[src/rtl/eth_playback_pkg.sv]
`default_nettype none
// +----------------------------------------------------------------------------+
// | eth_playback_pkg : slot layout, FSM states and address composition.        |
// | Rev 1.0                                                                    |
// +----------------------------------------------------------------------------+
package eth_playback_pkg;

  localparam int STATUS_OFF       = 48;
  localparam int CHUNK_BYTES      = 64;
  localparam int FIRST_DATA_CHUNK = 1;
  localparam int BURST_MAX        = CHUNK_BYTES / 4;

  typedef enum logic [1:0] {
    ST_IDLE   = 2'd0,
    ST_HDR    = 2'd1,
    ST_DATA   = 2'd2,
    ST_RETIRE = 2'd3
  } pb_state_e;

  // Shared with the capture path: window(10) slot(10) chunk(6) off(6)
  function automatic logic [31:0] slot_addr(input logic [9:0] window,
                                            input logic [9:0] slot,
                                            input logic [5:0] chunk,
                                            input logic [5:0] off);
    return {window, slot, chunk, off};
  endfunction

endpackage
`default_nettype wire

[src/rtl/eth_playback_if.sv]
`default_nettype none
// +----------------------------------------------------------------------------+
// | eth_playback_if : memory read request/beat bus plus transmit byte stream.  |
// | Rev 1.0                                                                    |
// +----------------------------------------------------------------------------+
interface eth_playback_if;

  logic [31:0] mr_addr;
  logic [3:0]  mr_len;
  logic        mr_req;
  logic        mr_ack;
  logic [31:0] mr_data;
  logic        mr_valid;
  logic [7:0]  txdata;
  logic        txvalid;
  logic        txeop;
  logic        txready;

  modport master (
    output mr_addr, mr_len, mr_req,
    input  mr_ack, mr_data, mr_valid,
    output txdata, txvalid, txeop,
    input  txready
  );

  modport slave (
    input  mr_addr, mr_len, mr_req,
    output mr_ack, mr_data, mr_valid,
    input  txdata, txvalid, txeop,
    output txready
  );

endinterface
`default_nettype wire

[src/rtl/pkt_words_to_bytes.sv]
`default_nettype none
// +----------------------------------------------------------------------------+
// | pkt_words_to_bytes : serialises FIFO words into little-endian bytes.       |
// | Rev 1.0                                                                    |
// +----------------------------------------------------------------------------+
module pkt_words_to_bytes (
  input  logic        clk,
  input  logic        reset_n,
  input  logic        start,
  input  logic [11:0] bytecount,
  input  logic [31:0] word,
  input  logic        word_avail,
  input  logic        txready,
  output logic [7:0]  txdata,
  output logic        txvalid,
  output logic        txeop,
  output logic        pop,
  output logic        last_accepted
);

  logic        active_q, active_d;
  logic [11:0] idx_q, idx_d;
  logic        at_last;
  logic        accept;
  logic [7:0]  lane_byte;

  // Outputs derive only from flops and the FIFO head, so they hold during stalls
  always_comb begin
    case (idx_q[1:0])
      2'd0:    lane_byte = word[7:0];
      2'd1:    lane_byte = word[15:8];
      2'd2:    lane_byte = word[23:16];
      default: lane_byte = word[31:24];
    endcase
    at_last       = (idx_q == (bytecount - 12'd1));
    txvalid       = active_q & word_avail;
    txeop         = txvalid & at_last;
    txdata        = txvalid ? lane_byte : 8'd0;
    accept        = txvalid & txready;
    pop           = accept & ((idx_q[1:0] == 2'd3) | at_last);
    last_accepted = accept & at_last;

    active_d = active_q;
    idx_d    = idx_q;
    if (start) begin
      active_d = 1'b1;
      idx_d    = 12'd0;
    end else if (accept) begin
      idx_d = idx_q + 12'd1;
      if (at_last) active_d = 1'b0;
    end
  end

  always_ff @(posedge clk or negedge reset_n) begin
    if (!reset_n) begin
      active_q <= 1'b0;
      idx_q    <= 12'd0;
    end else begin
      active_q <= active_d;
      idx_q    <= idx_d;
    end
  end

endmodule
`default_nettype wire

[src/rtl/eth_playback.sv]
`default_nettype none
// +----------------------------------------------------------------------------+
// | eth_playback : fetches packets from a ring of 4 KB slots and streams bytes.|
// | Rev 1.0                                                                    |
// +----------------------------------------------------------------------------+
module eth_playback
  import eth_playback_pkg::*;
#(
  parameter logic [31:0] BASE_ADDR   = 32'h1000_0000,
  parameter int          MAX_BYTES   = 4032,
  parameter int          WFIFO_DEPTH = 32
) (
  input  logic           clk,
  input  logic           reset_n,
  input  logic           enable,
  input  logic [9:0]     tail,
  output logic [9:0]     head,
  eth_playback_if.master bus,
  output logic           tx_done,
  output logic           tx_err
);

  localparam int         AW     = $clog2(WFIFO_DEPTH);
  localparam int         CW     = AW + 1;
  localparam logic [9:0] WINDOW = BASE_ADDR[31:22];

  pb_state_e   state_q, state_d;
  logic [9:0]  head_q, head_d;
  logic        req_q, req_d;
  logic [31:0] addr_q, addr_d;
  logic [3:0]  len_q, len_d;
  logic [11:0] bytecount_q, bytecount_d;
  logic        err_q, err_d;
  logic [5:0]  chunk_q, chunk_d;
  logic [10:0] words_left_q, words_left_d;
  logic [CW-1:0] outst_q, outst_d;

  logic [31:0]   fifo_mem [WFIFO_DEPTH];
  logic [AW-1:0] wr_ptr_q, wr_ptr_d, rd_ptr_q, rd_ptr_d;
  logic [CW-1:0] fifo_cnt_q, fifo_cnt_d;
  logic          fifo_wr, fifo_rd, fifo_full, fifo_empty;

  logic [11:0] hdr_bcount;
  logic        hdr_bad;
  logic [10:0] hdr_words;
  logic        data_ack, credit_ok, fetch_ok;
  logic [3:0]  burst_len;
  logic        w2b_start, w2b_last;
  logic [7:0]  w2b_data;
  logic        w2b_valid, w2b_eop;

  assign hdr_bcount = bus.mr_data[11:0];
  assign hdr_bad    = (hdr_bcount == 12'd0) || (32'(hdr_bcount) > 32'(MAX_BYTES));
  assign hdr_words  = 11'(({1'b0, hdr_bcount} + 13'd3) >> 2);
  assign data_ack   = (state_q == ST_DATA) && req_q && bus.mr_ack;
  assign fifo_wr    = (state_q == ST_DATA) && bus.mr_valid;
  assign fifo_full  = (fifo_cnt_q == CW'(WFIFO_DEPTH));
  assign fifo_empty = (fifo_cnt_q == '0);
  // Credit counts beats already promised to us, so a burst never overruns the FIFO
  assign credit_ok  = (32'(fifo_cnt_q) + 32'(outst_q) + 32'(BURST_MAX)) <= 32'(WFIFO_DEPTH);
  assign fetch_ok   = (state_q == ST_DATA) && !req_q && (words_left_q != 11'd0) && credit_ok;
  assign burst_len  = (words_left_q >= 11'(BURST_MAX)) ? 4'(BURST_MAX - 1)
                                                       : 4'(words_left_q - 11'd1);

  // FSM: state register
  always_ff @(posedge clk or negedge reset_n) begin
    if (!reset_n) state_q <= ST_IDLE;
    else          state_q <= state_d;
  end

  // FSM: next state
  always_comb begin
    state_d = state_q;
    case (state_q)
      ST_IDLE:   if (enable && (head_q != tail)) state_d = ST_HDR;
      ST_HDR:    if (bus.mr_valid) state_d = hdr_bad ? ST_RETIRE : ST_DATA;
      ST_DATA:   if (w2b_last) state_d = ST_RETIRE;
      ST_RETIRE: state_d = ST_IDLE;
      default:   state_d = ST_IDLE;
    endcase
  end

  // FSM: outputs
  always_comb begin
    bus.mr_req  = req_q;
    bus.mr_addr = addr_q;
    bus.mr_len  = len_q;
    bus.txdata  = w2b_data;
    bus.txvalid = w2b_valid;
    bus.txeop   = w2b_eop;
    tx_done     = (state_q == ST_RETIRE);
    tx_err      = (state_q == ST_RETIRE) && err_q;
    head        = head_q;
  end

  always_comb begin
    head_d       = head_q;
    req_d        = req_q;
    addr_d       = addr_q;
    len_d        = len_q;
    bytecount_d  = bytecount_q;
    err_d        = err_q;
    chunk_d      = chunk_q;
    words_left_d = words_left_q;
    w2b_start    = 1'b0;
    if (req_q && bus.mr_ack) req_d = 1'b0;
    case (state_q)
      ST_IDLE: begin
        if (state_d == ST_HDR) begin
          req_d  = 1'b1;
          addr_d = slot_addr(WINDOW, head_q, 6'd0, 6'(STATUS_OFF));
          len_d  = 4'd0;
          err_d  = 1'b0;
        end
      end
      ST_HDR: begin
        if (bus.mr_valid) begin
          bytecount_d = hdr_bcount;
          if (hdr_bad) begin
            err_d = 1'b1;
          end else begin
            words_left_d = hdr_words;
            chunk_d      = 6'(FIRST_DATA_CHUNK);
            w2b_start    = 1'b1;
          end
        end
      end
      ST_DATA: begin
        if (data_ack) begin
          chunk_d      = chunk_q + 6'd1;
          words_left_d = words_left_q - (11'(len_q) + 11'd1);
        end
        if (fetch_ok) begin
          req_d  = 1'b1;
          addr_d = slot_addr(WINDOW, head_q, chunk_q, 6'd0);
          len_d  = burst_len;
        end
      end
      ST_RETIRE: head_d = head_q + 10'd1;
      default: ;
    endcase

    outst_d = outst_q;
    if (data_ack) outst_d = outst_d + CW'(len_q) + CW'(1);
    if (fifo_wr)  outst_d = outst_d - CW'(1);

    wr_ptr_d   = fifo_wr ? wr_ptr_q + AW'(1) : wr_ptr_q;
    rd_ptr_d   = fifo_rd ? rd_ptr_q + AW'(1) : rd_ptr_q;
    fifo_cnt_d = fifo_cnt_q + CW'(fifo_wr) - CW'(fifo_rd);
  end

  always_ff @(posedge clk or negedge reset_n) begin
    if (!reset_n) begin
      head_q       <= 10'd0;
      req_q        <= 1'b0;
      addr_q       <= 32'd0;
      len_q        <= 4'd0;
      bytecount_q  <= 12'd0;
      err_q        <= 1'b0;
      chunk_q      <= 6'd0;
      words_left_q <= 11'd0;
      outst_q      <= '0;
      wr_ptr_q     <= '0;
      rd_ptr_q     <= '0;
      fifo_cnt_q   <= '0;
    end else begin
      head_q       <= head_d;
      req_q        <= req_d;
      addr_q       <= addr_d;
      len_q        <= len_d;
      bytecount_q  <= bytecount_d;
      err_q        <= err_d;
      chunk_q      <= chunk_d;
      words_left_q <= words_left_d;
      outst_q      <= outst_d;
      wr_ptr_q     <= wr_ptr_d;
      rd_ptr_q     <= rd_ptr_d;
      fifo_cnt_q   <= fifo_cnt_d;
    end
  end

  always_ff @(posedge clk) begin
    if (fifo_wr) fifo_mem[wr_ptr_q] <= bus.mr_data;
  end

  a_no_overflow: assert property (@(posedge clk) disable iff (!reset_n) !(fifo_wr && fifo_full));

  pkt_words_to_bytes u_w2b (
    .clk           (clk),
    .reset_n       (reset_n),
    .start         (w2b_start),
    .bytecount     (bytecount_q),
    .word          (fifo_mem[rd_ptr_q]),
    .word_avail    (!fifo_empty),
    .txready       (bus.txready),
    .txdata        (w2b_data),
    .txvalid       (w2b_valid),
    .txeop         (w2b_eop),
    .pop           (fifo_rd),
    .last_accepted (w2b_last)
  );

endmodule
`default_nettype wire

[src/flat_wrapper.sv]
// flat-port wrapper written by rule: the top's interface ports become plain ports
module eth_playback_flat import eth_playback_pkg::*;
#(
  parameter logic [31:0] BASE_ADDR   = 32'h1000_0000,
  parameter int          MAX_BYTES   = 4032,
  parameter int          WFIFO_DEPTH = 32
)
  (clk, reset_n, enable, tail, head, tx_done, tx_err, bus_mr_addr, bus_mr_len, bus_mr_req, bus_mr_ack, bus_mr_data, bus_mr_valid, bus_txdata, bus_txvalid, bus_txeop, bus_txready);
  eth_playback_if bus_i ();
  input  logic clk;
  input  logic reset_n;
  input  logic enable;
  input  logic [9:0] tail;
  output logic [9:0] head;
  output logic tx_done;
  output logic tx_err;
  output wire logic [$bits(bus_i.mr_addr)-1:0] bus_mr_addr;
  output wire logic [$bits(bus_i.mr_len)-1:0] bus_mr_len;
  output wire logic [$bits(bus_i.mr_req)-1:0] bus_mr_req;
  input wire logic [$bits(bus_i.mr_ack)-1:0] bus_mr_ack;
  input wire logic [$bits(bus_i.mr_data)-1:0] bus_mr_data;
  input wire logic [$bits(bus_i.mr_valid)-1:0] bus_mr_valid;
  output wire logic [$bits(bus_i.txdata)-1:0] bus_txdata;
  output wire logic [$bits(bus_i.txvalid)-1:0] bus_txvalid;
  output wire logic [$bits(bus_i.txeop)-1:0] bus_txeop;
  input wire logic [$bits(bus_i.txready)-1:0] bus_txready;
  assign bus_mr_addr = bus_i.mr_addr;
  assign bus_mr_len = bus_i.mr_len;
  assign bus_mr_req = bus_i.mr_req;
  assign bus_i.mr_ack = bus_mr_ack;
  assign bus_i.mr_data = bus_mr_data;
  assign bus_i.mr_valid = bus_mr_valid;
  assign bus_txdata = bus_i.txdata;
  assign bus_txvalid = bus_i.txvalid;
  assign bus_txeop = bus_i.txeop;
  assign bus_i.txready = bus_txready;
  eth_playback #(.BASE_ADDR(BASE_ADDR), .MAX_BYTES(MAX_BYTES), .WFIFO_DEPTH(WFIFO_DEPTH)) u_core (.clk(clk), .reset_n(reset_n), .enable(enable), .tail(tail), .head(head), .bus(bus_i), .tx_done(tx_done), .tx_err(tx_err));
endmodule
[config.mk]
export PLATFORM = sky130hd
export DESIGN_NAME = eth_playback_flat
export DESIGN_NICKNAME = d
export VERILOG_FILES = /design/src/rtl/eth_playback_pkg.sv /design/src/rtl/eth_playback_if.sv /design/src/rtl/pkt_words_to_bytes.sv /design/src/rtl/eth_playback.sv /design/src/flat_wrapper.sv
export SDC_FILE = /design/constraint.sdc
export NUM_CORES = 1
export LEC_CHECK = 0
export ABC_AREA = 1
export ABC_CLOCK_PERIOD_IN_PS = 5600
export CORE_UTILIZATION = 34
export DETAILED_ROUTE_END_ITERATION = 6
export MAX_ROUTING_LAYER = met4
export SYNTH_ARGS = -nofsm -noshare
export SYNTH_HDL_FRONTEND = slang
export SYNTH_SLANG_ARGS = --single-unit
[constraint.sdc]
create_clock -name clk -period 5.6 [get_ports clk]
set_clock_uncertainty 0.15 [all_clocks]
set_input_delay 1.4 -clock clk [delete_from_list [all_inputs] [get_ports clk]]
set_output_delay 1.4 -clock clk [all_outputs]
set_load 0.01 [all_outputs]
==> reports/results.txt, run 1 <==
Die Height -> 376.0 microns
Clk pin slew, worst setup/hold paths -> 60 ps
YS chip area -> 47,570 sq um
Total congestion overflow -> 0
# resized after CTS -> 4
Drt drc -> 0
Core region area -> 138,200 sq um
Die Wd -> 376.0 microns
Setup CP Type -> reg2out
Num CTS Buffers -> 110
Buf+Inv Stages, Crit Path -> 2
Layout cells sized above 1 -> 0.08796
Initial antenna violation count -> 8
Synthesized cell area -> 47,570 sq um
Initial DRT Pass Iterations -> 5
Family with the most delay on the worst path -> simple AND/OR/NAND/NOR gates
Pin count of the biggest net entering global routing -> 102
Setup violators final -> 0
Largest stage delay, worst path -> 600 ps
Post-DR vias/cell -> 5.243
RSZ-0062 raised after global routing -> false
CTS Root Cell -> clkbuf_16
Worst setup EP type -> output port
Post-CTS Setup Inserts -> 0
Status -> complete, no violations
Htree depth -> 3
## run 1: area by class of cell
type	count	area (sq um)
clock buffer	136	2923
multi-input combinational	2617	12650
fill	13114	83240
inverter	163	648.1
timing repair buffer	232	2341
sequential	1124	33260
clock inverter	71	757.0
antenna	7	17.52
tap	1863	2331
## run 1: metal layers
metal | global-route usage | vias to the layer above | wire length [microns]
met5 | - | - | 0
met1 | 0.2729 | 16084 | 59050
met2 | 0.3028 | 1527 | 63730
met3 | 0.03423 | 204 | 12390
met4 | 0.05691 | 0 | 3905
li1 | - | 14757 | -
## run 1: final timing paths
check | from | end | slack (ps) | depth (start not counted)
min in group asynchronous | reset_n | u_core.bus.mr_addr[21] | 700 | 1
max in group asynchronous | reset_n | u_core.words_left_q[6] | 3610 | 2
min reg2reg | u_core.bus.mr_addr[9] | u_core.bus.mr_addr[9] | 330 | 2
max reg2reg | u_core.fifo_cnt_q[2] | u_core.fifo_cnt_q[4] | 1320 | 18
max | u_core.rd_ptr_q[0] | bus_txdata[4] | 130 | 13
min | u_core.bus.mr_addr[9] | u_core.bus.mr_addr[9] | 330 | 2
## run 1: power breakdown
part           switching, mW  internal, mW
combinational           5.28          2.51
sequential             0.336          9.49
clock                   3.28          4.28
## run 1: worst reg2reg max path, stage by stage (launching register included)
cell and delay (ps):
dfrtp_1 430, inv_1 90, ha_1 200, nand4_1 80, and2_1 590, nand2_1 350, inv_1 150, buf_4 250
nand2_1 270, nand2_1 230, ha_1 260, inv_1 60, ha_1 130, inv_1 60, fa_1 430, inv_1 70
a21oi_1 60, o21ai_0 190, xor2_1 160
## run 1: cell usage after synthesis, types with 20 or more instances
cell type / count
a21oi_1: 150
a22oi_1: 21
buf_2: 66
buf_4: 46
clkbuf_1: 106
dfrtp_1: 100
edfxtp_1: 1024
ha_1: 39
inv_1: 153
nand2_1: 749
nand3_1: 341
nor2_1: 632
o211ai_1: 100
o21ai_0: 381
o22ai_1: 25
or2_2: 20
xor2_1: 30
## run 1: sequential cells by signal, summed over array words and instances, names as in the netlist
name	cells
u_core.u_w2b.idx_q	12
u_core.rd_ptr_q	5
u_core.err_q	1
u_core.bus.mr_addr	18
u_core.fifo_mem	1024
u_core.bytecount_q	12
u_core.chunk_q	6
u_core.outst_q	6
u_core.fifo_cnt_q	6
u_core.bus.mr_len	4
u_core.head	10
u_core.words_left_q	11
u_core.wr_ptr_q	5
u_core.bus.mr_req	1
u_core.state_q	2
u_core.u_w2b.active_q	1
## run 1: cells by family after synthesis
family	after synthesis	share of synthesized area
xor+xnor	49	0.009022
simple gates	1796	0.1550
flops	1124	0.6990
mux	2	0.0004734
compound gates	714	0.08320
buf+inv	417	0.04130
other cells	1	0.00007883
fa+ha+maj	43	0.01194
## run 1: metrics by stage
step | area [sq um] | power [mW] | cells | setup slack, ps | util
final | 54930 | 25.17 | 6213 | 128.6 | 0.3975
after floorplan | 47610 | 15.07 | 4158 | 50.14 | -
after global placement | 51120 | 17.55 | 5993 | 708.6 | 0.3699
after detailed placement | 51120 | 17.64 | 5993 | 715.2 | 0.3699
after global routing | 54930 | 26.46 | 6212 | 12.71 | 0.3975
after CTS | 54810 | 25.16 | 6200 | 43.55 | 0.3967
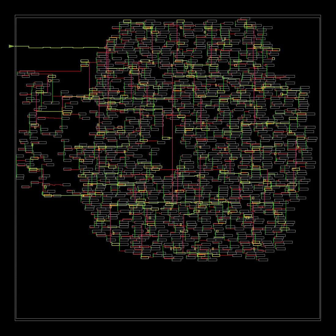
Fig. 1. Clock wiring as the flow saved it (run 1).
CTS sink count: 1,124
Seq cells: 1,124
Clock Power: 7.55 mW
Skew-Pair Late Insertion Delay: 720 ps

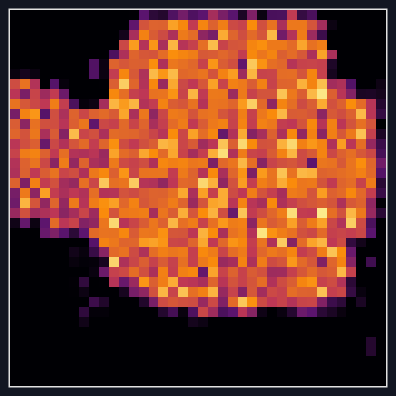
Fig. 2. Cell area per tile (run 1).
Scale: 1 px per micron. The die is cut into 38 by 38 equal tiles; black is low, pale yellow is high, 0 to 100% covered.
emptiest ninth of the die: bottom left
fullest tile: 96%
mean over tiles: 37%
nearly empty tiles: 34%
tiles over 75% full: 8.6%

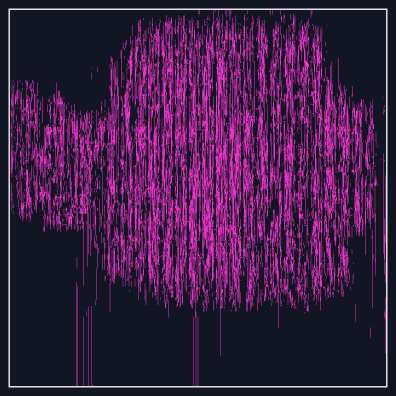
Fig. 3. Signal wires on met2 (run 1).
Scale: 1 px per micron.
main direction: vertical
longest straight run: 154 microns
share of all routed wire: 46%
nets with wire on the layer: 3,177
Via Count: 32,572
final WL: 139.1 mm
met2 GRT Util: 0.3028

## Run 2: what changed since run 1
- ABC_CLOCK_PERIOD_IN_PS: 5600 -> not set
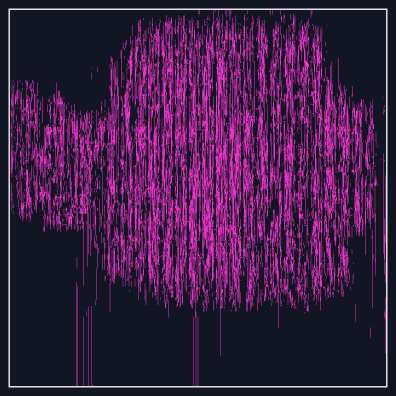
Fig. 4. Signal wires on met2 (run 2).
Scale: 1 px per micron.
share of all routed wire: 46%
nets with wire on the layer: 3,177
main direction: vertical

==> run 2 against run 1 <==
Effect of this change: cell count is the same; sequential power barely moved; register-to-register slack about the same; critical path type unchanged; critical endpoint unchanged; highest routed layer unchanged.
==> reports/results.txt, run 2 <==
Clk pin slew, worst setup/hold paths -> 60 ps
GR peak layer -> met2
Drt drc -> 0
Flop area -> 33,260 sq um
Fillers -> 13,114
Setup violators final -> 0
Die Height -> 376.0 microns
Core region area -> 138,200 sq um
Initial DRT Pass Iterations -> 5
Total congestion overflow -> 0
CTS sink count -> 1,124
Final WL -> 139.1 mm
Top cell type by instance count after synthesis -> edfxtp_1
Finished Layout Cells -> 6,213
Setup CP Type -> reg2out
Synthesized cell area -> 47,570 sq um
Max reg flops -> 1,024
RSZ-0062 raised after global routing -> false
Via Count -> 32,572
Met2 GRT Util -> 0.3028
GR Util met3 -> 0.03423
Status -> complete, no violations
Met1 Use GR -> 0.2729
Htree depth -> 3
[run 2: cell counts in the layout (fill, tap and decap cells not counted)]
Identical to the previous run, type by type.
[run 2: layout make-up]
type / count / share of cell area
diodes: 7 / 0.0003189
well taps: 1863 / 0.04244
repair buffers: 232 / 0.04262
multi-input cells: 2617 / 0.2303
clock buffers: 136 / 0.05321
flip-flops and latches: 1124 / 0.6056
clock inverters: 71 / 0.01378
inverters: 163 / 0.01180
[run 2: worst max-delay path: cells and delay by family, from the launching register on]
family,cells,cell delay (ps)
AOI/OAI and AO/OA,1,90
buffers and inverters,2,780
DFF,1,600
and+or+nand+nor,10,1660
[run 2: worst paths after layout]
kind / startpoint / endpoint / slack (ps)
setup / recovery: u_core.rd_ptr_q[0] / bus_txdata[4] / 130
setup reg to reg: u_core.fifo_cnt_q[2] / u_core.fifo_cnt_q[4] / 1320
max in group asynchronous: reset_n / u_core.words_left_q[6] / 3610
hold reg to reg: u_core.bus.mr_addr[9] / u_core.bus.mr_addr[9] / 330
hold / removal: u_core.bus.mr_addr[9] / u_core.bus.mr_addr[9] / 330
min in group asynchronous: reset_n / u_core.bus.mr_addr[21] / 700
[run 2: repair_timing]
item	in CTS	in global routing
setup endpoints to repair	4	7
setup buffers	0	5
endpoints found under the hold margin	0	0
cloned	0	1
gates resized	4	6
[run 2: report_power, final]
part,leakage [nW],switching [mW],total (mW),internal [mW]
combinational,7.30,5.28,7.78,2.51
sequential,10.5,0.336,9.83,9.49
clock,1.79,3.28,7.55,4.28
[run 2: metrics by stage]
stage / cell area [sq um] / total power, mW / util / worst slack [ps]
floorplan: 47610 / 15.07 / - / 50.14
global placement: 51120 / 17.55 / 0.3699 / 708.6
detailed placement: 51120 / 17.64 / 0.3699 / 715.2
CTS: 54810 / 25.16 / 0.3967 / 43.55
global route: 54930 / 26.46 / 0.3975 / 12.71
finish: 54930 / 25.17 / 0.3975 / 128.6
[run 2: routing by layer]
layer	routed length [microns]	up-vias	share of wire
li1	-	14757	-
met5	0	-	0
met3	12390	204	0.089
met1	59050	16084	0.42
met2	63730	1527	0.46
met4	3905	0	0.028
[run 2: logic make-up after synthesis]
group                      after synthesis  synth area share
DFF                                   1124            0.6990
xor gates and xnor gates                49          0.009022
AOI/OAI and AO/OA                      714           0.08320
other                                    1        0.00007883
muxes                                    2         0.0004734
buffers and inverters                  417           0.04130
adders and majority gates               43           0.01194
and+or+nand+nor                       1796            0.1550
Power is estimated from default activity; no workload was simulated.
